==> src/rtl/pc_gen_unit.sv <==
// Fetch-stage program-counter generator: boot/run/halt control, prioritised next-PC
// selection and misaligned-target rejection. Return-address stack built when PC_GEN_RAS_EN is defined.
module pc_gen_unit #(
  parameter int unsigned XLEN         = 32,
  parameter logic [63:0] RESET_VECTOR = 64'h0,
  parameter int unsigned INC          = 4,
  parameter int unsigned RAS_DEPTH    = 4
) (
  input  logic            clk,
  input  logic            reset,
  input  logic            stall,
  input  logic            halt_req,
  input  logic            resume,
  input  logic            redirect_valid,
  input  logic [XLEN-1:0] redirect_target,
  input  logic            trap,
  input  logic [XLEN-1:0] trap_vector,
  input  logic            is_call,
  input  logic            is_ret,
  output logic [XLEN-1:0] pc,
  output logic            pc_valid,
  output logic            misalign_err,
  output logic [1:0]      state_o
);

  typedef enum logic [1:0] {
    ST_BOOT = 2'b00,
    ST_RUN  = 2'b01,
    ST_HALT = 2'b10
  } state_e;

  localparam logic [XLEN-1:0] ResetPc   = XLEN'(RESET_VECTOR);
  localparam logic [XLEN-1:0] IncVal    = XLEN'(INC);
  localparam logic [XLEN-1:0] AlignMask = XLEN'(INC - 1);

  state_e          state_q, state_d;
  logic [XLEN-1:0] pc_q, pc_d;
  logic            pc_valid_q, pc_valid_d;
  logic            misalign_q, misalign_d;

  logic [XLEN-1:0] pc_inc;
  logic            trap_ok, redir_ok;
  logic            ras_push, ras_pop, ras_clear;
  logic            ras_nonempty;
  logic [XLEN-1:0] ras_top;

  assign pc_inc   = pc_q + IncVal;
  assign trap_ok  = ((trap_vector & AlignMask) == '0);
  assign redir_ok = ((redirect_target & AlignMask) == '0);

  // Next-state / next-PC selection; halt entry holds the PC of the halting cycle
  always_comb begin
    state_d    = state_q;
    pc_d       = pc_q;
    misalign_d = 1'b0;
    ras_push   = 1'b0;
    ras_pop    = 1'b0;
    ras_clear  = 1'b0;
    case (state_q)
      ST_BOOT: state_d = ST_RUN;
      ST_RUN: begin
        if (trap) begin
          if (trap_ok) begin
            pc_d      = trap_vector;
            ras_clear = 1'b1;
          end else begin
            misalign_d = 1'b1;
          end
        end else if (halt_req) begin
          state_d = ST_HALT;
        end else if (redirect_valid) begin
          if (redir_ok) pc_d = redirect_target;
          else          misalign_d = 1'b1;
        end else if (!stall) begin
          ras_pop  = is_ret && ras_nonempty;
          ras_push = is_call;
          pc_d     = ras_pop ? ras_top : pc_inc;
        end
      end
      ST_HALT: begin
        if (trap) begin
          if (trap_ok) begin
            pc_d      = trap_vector;
            ras_clear = 1'b1;
            state_d   = ST_RUN;
          end else begin
            misalign_d = 1'b1;
          end
        end else if (resume) begin
          state_d = ST_RUN;
        end
      end
      default: state_d = ST_BOOT;
    endcase
    pc_valid_d = (state_d == ST_RUN);
  end

  always_ff @(posedge clk or negedge reset) begin
    if (!reset) begin
      state_q    <= ST_BOOT;
      pc_q       <= ResetPc;
      pc_valid_q <= 1'b0;
      misalign_q <= 1'b0;
    end else begin
      state_q    <= state_d;
      pc_q       <= pc_d;
      pc_valid_q <= pc_valid_d;
      misalign_q <= misalign_d;
    end
  end

  assign pc           = pc_q;
  assign pc_valid     = pc_valid_q;
  assign misalign_err = misalign_q;
  assign state_o      = state_q;

`ifdef PC_GEN_RAS_EN
  localparam int unsigned    PtrW   = $clog2(RAS_DEPTH);
  localparam int unsigned    CntW   = $clog2(RAS_DEPTH + 1);
  localparam logic [CntW-1:0] CntMax = CntW'(RAS_DEPTH);

  logic [XLEN-1:0] ras_mem_q [RAS_DEPTH];
  logic [PtrW-1:0] ras_ptr_q, ras_ptr_d, ras_top_idx, ras_widx;
  logic [CntW-1:0] ras_cnt_q, ras_cnt_d;
  logic            ras_we;

  assign ras_top_idx  = ras_ptr_q - PtrW'(1);
  assign ras_top      = ras_mem_q[ras_top_idx];
  assign ras_nonempty = (ras_cnt_q != '0);

  // Circular stack: a full push overwrites the oldest entry; call+ret rewrites the top in place
  always_comb begin
    ras_ptr_d = ras_ptr_q;
    ras_cnt_d = ras_cnt_q;
    ras_we    = 1'b0;
    ras_widx  = ras_ptr_q;
    if (ras_clear) begin
      ras_ptr_d = '0;
      ras_cnt_d = '0;
    end else if (ras_pop && ras_push) begin
      ras_we   = 1'b1;
      ras_widx = ras_top_idx;
    end else if (ras_pop) begin
      ras_ptr_d = ras_top_idx;
      ras_cnt_d = ras_cnt_q - CntW'(1);
    end else if (ras_push) begin
      ras_we    = 1'b1;
      ras_ptr_d = ras_ptr_q + PtrW'(1);
      if (ras_cnt_q != CntMax) ras_cnt_d = ras_cnt_q + CntW'(1);
    end
  end

  always_ff @(posedge clk or negedge reset) begin
    if (!reset) begin
      ras_ptr_q <= '0;
      ras_cnt_q <= '0;
    end else begin
      ras_ptr_q <= ras_ptr_d;
      ras_cnt_q <= ras_cnt_d;
    end
  end

  // Entries need no reset: an empty count makes them invisible
  always_ff @(posedge clk) begin
    if (ras_we) ras_mem_q[ras_widx] <= pc_inc;
  end
`else
  localparam int unsigned unused_ras_depth = RAS_DEPTH;
  logic unused_ras;

  assign ras_nonempty = 1'b0;
  assign ras_top      = '0;
  assign unused_ras   = ras_push ^ ras_pop ^ ras_clear;
`endif

endmodule

==> config.mk <==
export PLATFORM = sky130hd
export DESIGN_NAME = pc_gen_unit
export DESIGN_NICKNAME = d
export VERILOG_FILES = /design/src/rtl/pc_gen_unit.sv
export SDC_FILE = /design/constraint.sdc
export NUM_CORES = 1
export LEC_CHECK = 0
export CAP_MARGIN = 20
export CORE_ASPECT_RATIO = 1.4
export CORE_MARGIN = 5
export CORE_UTILIZATION = 47
export DETAILED_ROUTE_END_ITERATION = 6
export GPL_TIMING_DRIVEN = 0
export HOLD_SLACK_MARGIN = 0.02
export PLACE_DENSITY_LB_ADDON = 0.05
export SETUP_SLACK_MARGIN = 0.2
export SLEW_MARGIN = 20
export SYNTH_ARGS = -nofsm -noshare
export SYNTH_HDL_FRONTEND = slang
export SYNTH_SLANG_ARGS = --single-unit
==> constraint.sdc <==
create_clock -name clk -period 4.6 [get_ports clk]
set_input_delay 0.46 -clock clk [delete_from_list [all_inputs] [get_ports clk]]
set_output_delay 0.46 -clock clk [all_outputs]
set_load 0.02 [all_outputs]
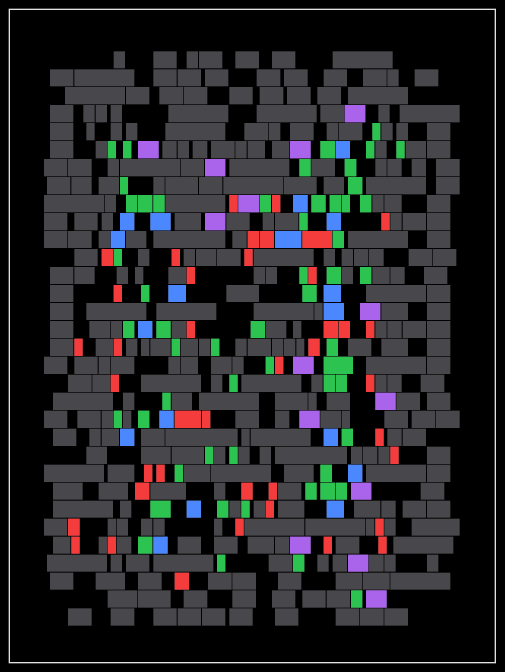
*Logic cells by family*
blue -> AND and OR gates  # cells 18, most used and3_1
purple -> XOR/XNOR gates  # cells 14, most used xnor2_1
green -> NAND gates  # cells 55, most used nand2_1
red -> NOR gates  # cells 40, most used nor2_1

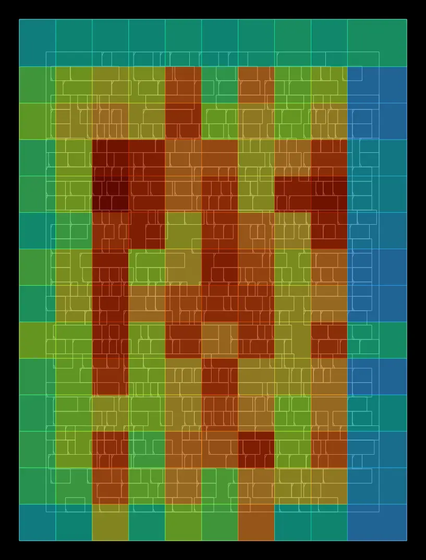
*Congestion heat map*
Most Crowded Layer GR: met2
Core Util, Final: 71.99%

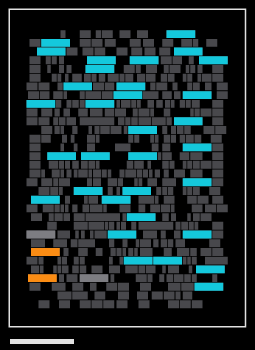
*Register map, names as in the netlist*
Bar = 20 um. Other sequential cells in the stronger gray, the rest of the logic in the fainter gray.
cyan -> `pc`  # placed flops 32
orange -> `state_o`  # placed flops 2
not colored = 2

==> flow_summary_export.csv <==
group,metric,value,unit
worst_setup_path,worstSetupPathDepth,8,
route,vias,3011,
finish,final_cells,498,
pwr,p_total,0.002498,W
synth,synthArstFlopShare,100.0,%
floorplan,io-pin-count,109,
floorplan,die_x,73.33,um
synth,ys_area,2639,sq um
floorplan,die_h,98.66,um
worst_setup_path,path_buffers,1,
pwr,p_leak,1.517,nW
floorplan,rows,32,
final_timing,rsz0062_at_grt,"false",
global_routing,grt_max_degree,27,
final_timing,timing.hold.ws,0.02832,ns
route,top_layer,"met4",
clock_tree,cts_buffers,5,
finish,stdcell_area,3949,sq um
final_timing,hold_viol_final,0,
synth,ys_seq_share,34.14,%
route,antenna_left,0,
clock_tree,htree_levels,2,
global_routing,use_met2,45.55,%
global_routing,grt_pass1_vias,3035,
final_timing,setup_viol,0,
placed_design,place_area,3790,sq um
route,dr.pass1.iters,5,
synth,yosysTopAreaCell,"dfrtp_1",
worst_setup_path,cp_max_fo,8,
outcome,status,"finished, final reports clean",
finish,syn_to_final_growth,49.64,%
floorplan,fp_util,48.11,%
route,routed-wl-met3,800,um
worst_setup_path,cp.required,4.77,ns
global_routing,overflow,0,
worst_setup_path,rr_endpoint,"pc[28]",
worst_setup_path,r2r_setup_slack,2.02,ns
clock_tree,ctsHoldBuffers,0,
final_timing,slew_headroom,41.50,%
synth,ys_cells,316,
worst_setup_path,crit_chain,"inv_1 -> ha_1 -> nor2_1 -> nor3_1 -> nor2_1 -> o21ai_0 -> a21oi_1 -> a21oi_1",
synth,fp_nets,394,
final_timing,worst_slew_pin_slew,0.8694,ns
clock_tree,cts.sinks,36,
final_timing,tns,0,ns
synth,syn-cell-area,2639,sq um
clock_tree,cts_buffer_depth,2,
route,vias_per_cell,6.046,
floorplan,core,5485,sq um
job,drv_cap,0,
synth,synth_warnings,0,
synth,avgSynthCellArea,8.351,sq um
worst_hold_path,holdCritPathClass,"in -> async",
synth,synth-edff-count,0,
global_routing,grtUsageMet3,4.796,%
finish,largest_reg_flops,32,
worst_setup_path,ff2ff_path_depth,8,
synth,netlist_instances,316,
clock_tree,cts_resized,0,
clock_tree,cts_tree,"done",
worst_setup_path,cp-startpoint,"state_o[0]",
worst_setup_path,crit_type,"reg -> reg",
worst_setup_path,critPathLaunchType,"flop",
final_timing,finalCritPeriodShare,56.05,%
finish,most-common-layout-cells,"clkdlybuf4s50_1, a21oi_1, dfrtp_1",
synth,synthTopCellsByCount,"a21oi_1, dfrtp_1, nor2_1, o21ai_0, nand2_1",
finish,layout_top_cell,"clkdlybuf4s50_1",
route,drcViolationCount,0,
pwr,peakVddDrop,0.0003374,V
route,drtIter0Drc,290,
route,wl_met2,4934,um
placed_design,place_ws,1.850,ns
route,drt_wl_total,9358,um
worst_setup_path,critPathCaptureType,"flop",
finish,layout.nets,507,
final_timing,min_period,2.578,ns
clock_tree,clk-insertion-delay-late,0.30,ns
finish,antenna_cells,0,
clock_tree,cts_setup_buffers,0,
floorplan,dieArea,7234,sq um
placed_design,gp_congestion,0.9191,
worst_setup_path,crit_end,"pc[28]",
global_routing,grt_antenna_before_repair,0,
final_timing,clock_skew,0.01030,ns
clock_tree,ctsRootBufferMaster,"clkbuf_8",
route,wl_per_cell,18.79,um
final_timing,drv_slew,0,
synth,flop_cell,"dfrtp_1",
final_timing,max_freq,0.3878,GHz
placed_design,io_buffers,105,
pwr,power_density,632.6,nW/um^2
route,m1WireLength,3432,um
synth,yosysUniqueCellTypes,53,
worst_setup_path,cp_top_family,"simple AND/OR/NAND/NOR gates",
worst_setup_path,cp_slowest_cell,"nor2_1",
worst_setup_path,cp.arrival,2.75,ns
global_routing,grt_pass1_wl,14620,um
final_timing,finalWorstSetupSlack,2.022,ns
synth,synth_top_area_share,34.14,%
clock_tree,clkTransAtPathRegs,0.09,ns
synth,ys_ff,36,
synth,topCellsByArea,"dfrtp_1, a21oi_1, o21ai_0",
==> cell type report <==
type | count | area (sq um)
buffer | 15 | 88.84
timing repair buffer | 106 | 1066
tap | 68 | 85.08
inverter | 8 | 30.03
clock buffer | 5 | 68.82
clock inverter | 3 | 90.09
sequential | 36 | 900.9
fill | 479 | 1536
multi-input combinational | 257 | 1619
==> cells by family after synthesis <==
group	count (synthesis)	synth area share [%]
AOI/OAI and AO/OA	110	26.27
xor gates and xnor gates	14	4.646
adders and majority gates	5	2.371
buffers and inverters	23	4.504
DFF	36	34.14
muxes	15	6.022
and+or+nand+nor	113	22.05
==> report_power, final <==
| group | switching (W) | leakage [nW] | internal [W] |
|---|---|---|---|
| combinational | 0.000760 | 1.02 | 0.000644 |
| sequential | 0.000224 | 0.415 | 0.000470 |
| clock | 0.000129 | 0.0784 | 0.000271 |
Power is estimated from default activity; no workload was simulated.
